`src/rtl/calc_pkg.sv`:
```
`default_nettype none
// ============================================================================
// Module : calc_pkg
// Brief  : Shared operation and state encodings for the calculator sequencer.
// Rev    : 1.0
// ============================================================================
package calc_pkg;

  localparam logic [1:0] OP_ADD = 2'b00;
  localparam logic [1:0] OP_SUB = 2'b01;
  localparam logic [1:0] OP_MUL = 2'b10;

  typedef enum logic [1:0] {
    ST_IDLE = 2'd0,
    ST_EXEC = 2'd1,
    ST_DONE = 2'd2
  } state_e;

endpackage
`default_nettype wire

```
`src/rtl/calc_sequencer_datapath.sv`:
```
`default_nettype none
// ============================================================================
// Module : calc_sequencer_datapath
// Brief  : Combinational 4-bit calculator core (add/sub/mul, 8-bit result).
// Rev    : 1.0
// ============================================================================
module calc_sequencer_datapath
  import calc_pkg::*;
(
  input  logic [1:0] op_i,
  input  logic [3:0] a_i,
  input  logic [3:0] b_i,
  output logic [7:0] y_o
);

  logic [7:0] w_a;
  logic [7:0] w_b;

  assign w_a = {4'b0000, a_i};
  assign w_b = {4'b0000, b_i};

  // Any op with bit1 set multiplies; subtraction wraps modulo 256.
  always_comb begin
    y_o = 8'h00;
    if (op_i[1]) begin
      y_o = w_a * w_b;
    end else if (op_i == OP_SUB) begin
      y_o = w_a - w_b;
    end else begin
      y_o = w_a + w_b;
    end
  end

endmodule
`default_nettype wire

```
`src/rtl/calc_sequencer.sv`:
```
`default_nettype none
// ============================================================================
// Module : calc_sequencer
// Brief  : Latches a calculator request, settles the datapath, captures the
//          result and hands it over with a valid/ack handshake.
// Rev    : 1.0
// ============================================================================
module calc_sequencer
  import calc_pkg::*;
#(
  parameter int EXEC_CYCLES = 2,
  parameter int COUNT_W     = 8
) (
  input  logic               clk,
  input  logic               rst,
  input  logic               start,
  input  logic [1:0]         op,
  input  logic [3:0]         a_in,
  input  logic [3:0]         b_in,
  input  logic               chain,
  input  logic               ack,
  output logic               busy,
  output logic               result_valid,
  output logic [7:0]         result,
  output logic [COUNT_W-1:0] op_count
);

  localparam logic [3:0] C_CNT_LOAD = 4'(EXEC_CYCLES - 1);

  state_e             state_q, state_d;
  logic [1:0]         op_q, op_d;
  logic [3:0]         a_q, a_d;
  logic [3:0]         b_q, b_d;
  logic [3:0]         cnt_q, cnt_d;
  logic [7:0]         result_q, result_d;
  logic               valid_q, valid_d;
  logic [COUNT_W-1:0] count_q, count_d;
  logic [7:0]         w_dp_y;

  calc_sequencer_datapath u_datapath (
    .op_i (op_q),
    .a_i  (a_q),
    .b_i  (b_q),
    .y_o  (w_dp_y)
  );

  always_ff @(posedge clk) begin
    if (rst) begin
      state_q  <= ST_IDLE;
      op_q     <= 2'b00;
      a_q      <= 4'h0;
      b_q      <= 4'h0;
      cnt_q    <= 4'h0;
      result_q <= 8'h00;
      valid_q  <= 1'b0;
      count_q  <= '0;
    end else begin
      state_q  <= state_d;
      op_q     <= op_d;
      a_q      <= a_d;
      b_q      <= b_d;
      cnt_q    <= cnt_d;
      result_q <= result_d;
      valid_q  <= valid_d;
      count_q  <= count_d;
    end
  end

  always_comb begin
    state_d  = state_q;
    op_d     = op_q;
    a_d      = a_q;
    b_d      = b_q;
    cnt_d    = cnt_q;
    result_d = result_q;
    valid_d  = valid_q;
    count_d  = count_q;
    unique case (state_q)
      ST_IDLE: begin
        if (start) begin
          op_d    = op;
          b_d     = b_in;
          a_d     = chain ? result_q[3:0] : a_in;
          cnt_d   = C_CNT_LOAD;
          state_d = ST_EXEC;
        end
      end
      ST_EXEC: begin
        if (cnt_q != 4'h0) begin
          cnt_d = cnt_q - 4'h1;
        end else begin
          result_d = w_dp_y;
          valid_d  = 1'b1;
          count_d  = count_q + COUNT_W'(1);
          state_d  = ST_DONE;
        end
      end
      ST_DONE: begin
        // Result is kept after ack so the next request can chain from it.
        if (ack) begin
          valid_d = 1'b0;
          state_d = ST_IDLE;
        end
      end
      default: state_d = ST_IDLE;
    endcase
  end

  assign busy         = (state_q != ST_IDLE);
  assign result_valid = valid_q;
  assign result       = result_q;
  assign op_count     = count_q;

endmodule
`default_nettype wire

```
`config.mk`:
```
export PLATFORM = sky130hd
export DESIGN_NAME = calc_sequencer
export DESIGN_NICKNAME = d
export VERILOG_FILES = /design/src/rtl/calc_pkg.sv /design/src/rtl/calc_sequencer_datapath.sv /design/src/rtl/calc_sequencer.sv
export SDC_FILE = /design/constraint.sdc
export NUM_CORES = 1
export LEC_CHECK = 0
export CORE_MARGIN = 3
export CORE_UTILIZATION = 45
export DETAILED_ROUTE_END_ITERATION = 7
export DONT_BUFFER_PORTS = 1
export PLACE_DENSITY = 0.6
export SLEW_MARGIN = 0
export SYNTH_ARGS = -nofsm -noshare
export SYNTH_HDL_FRONTEND = slang
export SYNTH_SLANG_ARGS = --single-unit
```
`constraint.sdc`:
```
create_clock -name clk -period 2.8 [get_ports clk]
set_input_delay 0.56 -clock clk [delete_from_list [all_inputs] [get_ports clk]]
set_output_delay 0.56 -clock clk [all_outputs]
set_load 0.005 [all_outputs]
```
### Wiring by layer

(4 px per µm)
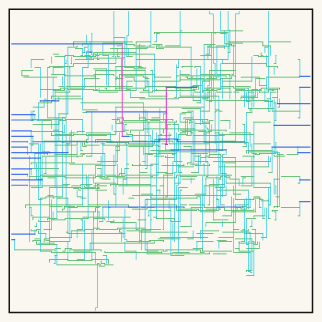
[M4] magenta | wire length: 37.4 µm
[M1] green | wire length: 2290 µm
[M2] cyan | wire length: 1900 µm
[M3] blue | wire length: 274 µm
total length of routed wires: 4490 µm
DR vias: 1721

### Cell area per tile

(4 px per µm) 8 x 8 tiles, from black (low) to pale yellow (high), 0 to 100% covered.
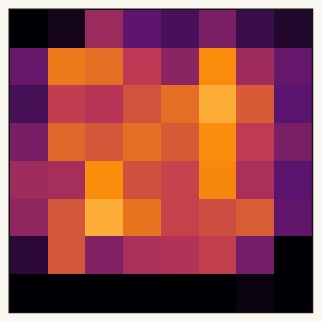
densest ninth of the die: centre
mean over tiles: 40%
tiles over 75% full: 6.2%
emptiest ninth of the die: lower right
fullest tile: 82%
nearly empty tiles: 14%
utilization after layout: 51.7%
placeable core region: 0.00450 mm²
starting utilization of the core area: 48.2%

### I/O pins on the die edge

(4 px per µm) Pins as bars across the die edge, other pins in grey.
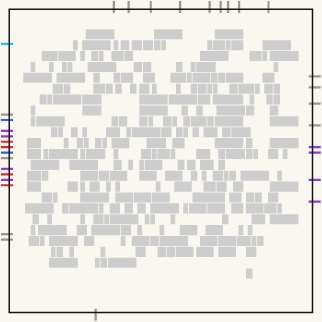
[clk] cyan | pins: 1 | direction: input | edge: left
[result] purple | pins: 8 | direction: output | edge: 4 left, 4 right
[op] blue | pins: 2 | direction: input | edge: left
[a_in] red | pins: 4 | direction: input | edge: left
all pins by edge: 15 left, 9 top, 8 right, 1 bottom
count of input and output buffers: 0
horizontal die dimension: 75.4 µm
overall die height: 75.4 µm

==> run notes <==
Entering global routing, the biggest net connects 34 pins. Prevailing logic family in the synthesized netlist: simple AND/OR/NAND/NOR gates. After layout, the minimum clock period comes to 2.65 ns. The synthesis run shows multiplexers occupying 3.81% of the cell area. The run gives 0 for the residual DRC count.

The worst setup path is launched from a flip-flop. At the pin with the least slew margin, the transition time is 0.676 ns. With the timing-limited maximum frequency at 377 MHz, the instance count on the critical path is 9.

The worst-case max-slew headroom was logged as 54.9%. The area fraction of the dominant cell type after synthesis came out at 30.4%. On the critical path, the stage with the largest delay is an instance of fa_1. Launching element of the worst setup path: b_q[3]. The die covers 0.00569 mm². Across all stage logs, warnings added up to 30. Total power for the finished layout comes to 1190 µW.

Number of synthesized flops with an enable pin: 0. The tools report the estimated wirelength of the detail-placed design as 3510 µm. The top cell types in the final layout, fill and taps aside, are dfxtp_1 (33), nor2_1 (29), nand2_1 (27). Once detail routing completed, the nets flagged for antenna violations numbered 0. Per the summary, power density relative to cell area is 509 mW/mm². The origin of the critical flop-to-flop path is b_q[3].

0 antenna diodes ended up in the layout. The share of power burned in combinational logic is 21.0%. The capture point of the critical path was result[7].

For the routability congestion estimate from global placement, the log shows 0.752. The analysis attributes to net switching a power of 354 µW. TritonCTS built the clock tree. The required time reported for the critical path endpoint was 2.99 ns; the top-level port count was 33. In the Yosys report, the sequential cells make up 30.4% of the chip area. Per STA, the worst path is made up of nand2_1 -> fa_1 -> inv_1 -> fa_1 -> ha_1 -> a21o_1 -> a31oi_2 -> mux2i_1 -> a311oi_1. Per the post-CTS timing run, clock transition at the registers of the reported paths is 0.07 ns.

Setup repair after global routing left no endpoint under its margin. The iteration count recorded for the first detailed-route pass is 5. Clock tree synthesis found a total of 33 sinks.

The critical path's most frequent cell was fa_1. At the end of the flow, the number of nets in the layout was 300. The run gives 661 µm² for the combined flip-flop and latch cell area.

STA reports the tightest min-delay check as being of type input port to flip-flop. Endpoints with negative setup slack in the final report add up to 0. The buffer-and-inverter tally for the worst setup path was 1; the share of synthesized registers carrying an async set or reset was 0%. The run gives 0 for the final number of hold-violating endpoints. Cell family with the largest share of critical-path delay: adder cells. Summing every instance area after synthesis gives 0.00217 mm². Compared with the post-synthesis result, the final layout area differs by 7.32%.

The cell at the root of the clock tree is clkbuf_8. With the logic depth of the worst register-to-register path at 9, the part of the total power dissipated in sequential elements is 45.9%. The routed design shows a wire length per standard cell of 14.5 µm. The area share of xor/xnor cells in the synthesized design was 3.63%. The combinational cell area excluding buffers and inverters is 0.00140 mm². The run gives 62 as the violation count after the first detailed-routing iteration. After synthesis, the cell types taking the most area are dfxtp_1 (30%), ha_1 (13%), fa_1 (5.5%), nor2_1 (5.0%), nand2_1 (4.7%). The run finished with clean final reports.

The run gives 2.84 ns as the critical path arrival. The worst-case clock skew came out at 0.00769 ns. In this run, the synthesized area fraction spent on and/or/nand/nor cells is recorded as 26.1%.

With the switching share of power at 29.8%, the maximum VDD drop is 347 µV. The capture instance of the worst register-to-register path was result[7]. The tools report the critical path endpoint category as a flip-flop. The Yosys step of the flow raised 0 warnings.

The adder-cell area share of the yosys netlist is 18.2%. Summed over all layers, the global routing overflow is 0. The power report attributes to the clock group a share of 33.1%. The synthesized netlist contains 45 unique library cells. The first global-routing pass estimated 7130 µm of wire. The tools report the number of antenna violations at the first check in global routing as 0. The number of global-route vias before repair was 1542. The number of cells reported by Yosys stat comes to 256. Per the CTS log, the maximum H-tree level is 2. The aggregate negative setup slack was 0 ns; the flip-flop and latch count after synthesis was 33. The reg-to-reg setup timing slack came out at 0.15 ns. The delay of the slowest critical-path stage is 0.53 ns, and the number of max-slew violations in the final report is 0. The power report lists cell-internal power as 832 µW.

The leakage component of the power was reported as 0.00102 µW. The synthesized design spends more area on one cell type than any other, namely dfxtp_1. With the final clock period utilization by the worst path at 94.7%, the vias per cell is 5.55. The critical path is of the flip-flop to flip-flop type.

The filler cells instantiated in the layout total 429. The predominant post-synthesis flop cell was dfxtp_1. Along the worst path, the maximum fanout reaches 2. Max capacitance violation total: 0. Of the total synthesized cell area, the portion taken by AND-OR and OR-AND cells is 12.4%. In the synthesis report, Yosys lists the chip area as 0.00217 mm².

Total global-route track usage over all layers is 16.6%. The highest-count logic cell in the final layout was dfxtp_1. Cells with a size suffix above 1 make up 9.30% of the layout. Looking at the clock tree report, the maximum root-to-sink buffer count equals 2. After technology mapping, the gate count stands at 256.

After synthesis, the mean cell area works out to 8.47 µm². Counting every net in the synthesized netlist gives 299.
### Cell classes on the final placement

(4 px per µm)
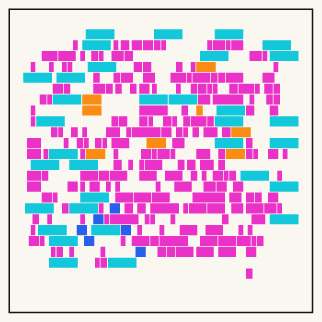
[remaining buffers and delay cells] blue | cells: 6
[clock drivers and dummy loads] orange | cells: 8
[registers] cyan | cells: 33
[remaining logic cells] magenta | cells: 211
sequential portion of the cell area: 28.4%
Final Cell Area: 0.00233 mm²
number of placement rows: 24

### Clock routing

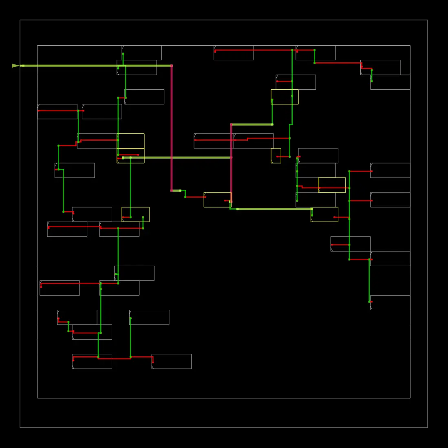
Clk Latency, worst-skew pair: 0.28 ns
number of buffers created by CTS: 5
clock network power consumption: 393 µW

[power groups by stage]
stage | sequential, µW | combinational [µW] | clock [µW]
finish | 544 | 249 | 393
global route | 550 | 281 | 420
CTS | 544 | 250 | 401
detailed placement | 554 | 249 | 0
global placement | 554 | 248 | 0
floorplan | 543 | 212 | 0
[synth_stat cells (3+ instances only)]
master	n
nor2_1	29
o21ai_0	6
nor3_1	11
nand4_1	3
clkbuf_1	8
xor2_1	4
ha_1	22
inv_1	15
a211oi_1	10
xnor2_1	5
nand3_1	7
nor2b_1	3
and2_1	7
fa_1	6
nor3b_1	3
nand2_1	27
mux2i_1	6
a21oi_1	18
dfxtp_1	33
[state kept, by name (all words and copies together), names as in the netlist]
register and count:
cnt_q 4, state_q 2, a_q 4, b_q 4
op_q 2, result 8, result_valid 1, op_count 8
[cells by family after synthesis]
family                     after synthesis
AOI/OAI and AO/OA                       43
xor gates and xnor gates                 9
adders and majority gates               28
buffers and inverters                   27
DFF                                     33
muxes                                    8
and+or+nand+nor                        108
[timing repair]
action,4_1_cts,5_1_grt
setup buffers,0,0
endpoints found under the setup margin,0,3
resized,0,2
hold buffers,0,0
[how the worst min path moves through the flow]
stage                       from           end  slack [ns]  cells past startpoint
finish                       rst   op_count[6]        0.34                      1
CTS                          rst        b_q[3]        0.34                      1
detailed placement  result_valid  result_valid        0.47                      2
global route                 rst   op_count[3]        0.33                      1
global placement    result_valid  result_valid        0.46                      2
floorplan           result_valid  result_valid        0.45                      2
[stage by stage]
stage / cell area [µm²] / hold slack (ns) / setup WS [ns] / cells
3_3_place_gp: 2220 / 0.464 / 0.0991 / 302
5_1_grt: 2330 / 0.329 / 0.0375 / 310
3_5_place_dp: 2220 / 0.465 / 0.0861 / 302
6_report: 2330 / 0.345 / 0.148 / 310
2_1_floorplan: 2170 / 0.453 / 0.112 / 256
4_1_cts: 2320 / 0.337 / 0.0509 / 310
[metal layers]
metal | part of all wire [%] | track usage, % | up-vias
li1 | - | - | 886
met1 | 51 | 23.1 | 790
met2 | 42 | 24.4 | 40
met3 | 6.1 | 5.54 | 5
met4 | 0.82 | 4.66 | 0
met5 | 0 | 0 | -
[worst reg2reg max path, delay by kind of cell (launching register included)]
family / cells / cell delay, ns
compound gates: 3 / 0.66
fa+ha+maj: 3 / 1.35
flops: 1 / 0.33
buf+inv: 1 / 0.05
mux: 1 / 0.10
simple gates: 1 / 0.08
[layout make-up]
type,count,area share (%)
Clock buffer,7,4.14
Inverter,15,2.42
Multi-Input combinational cell,196,60.1
Sequential cell,33,28.4
Timing Repair Buffer,6,1.93
Clock inverter,1,0.215
Tap cell,52,2.79
Power is estimated from default activity; no workload was simulated.
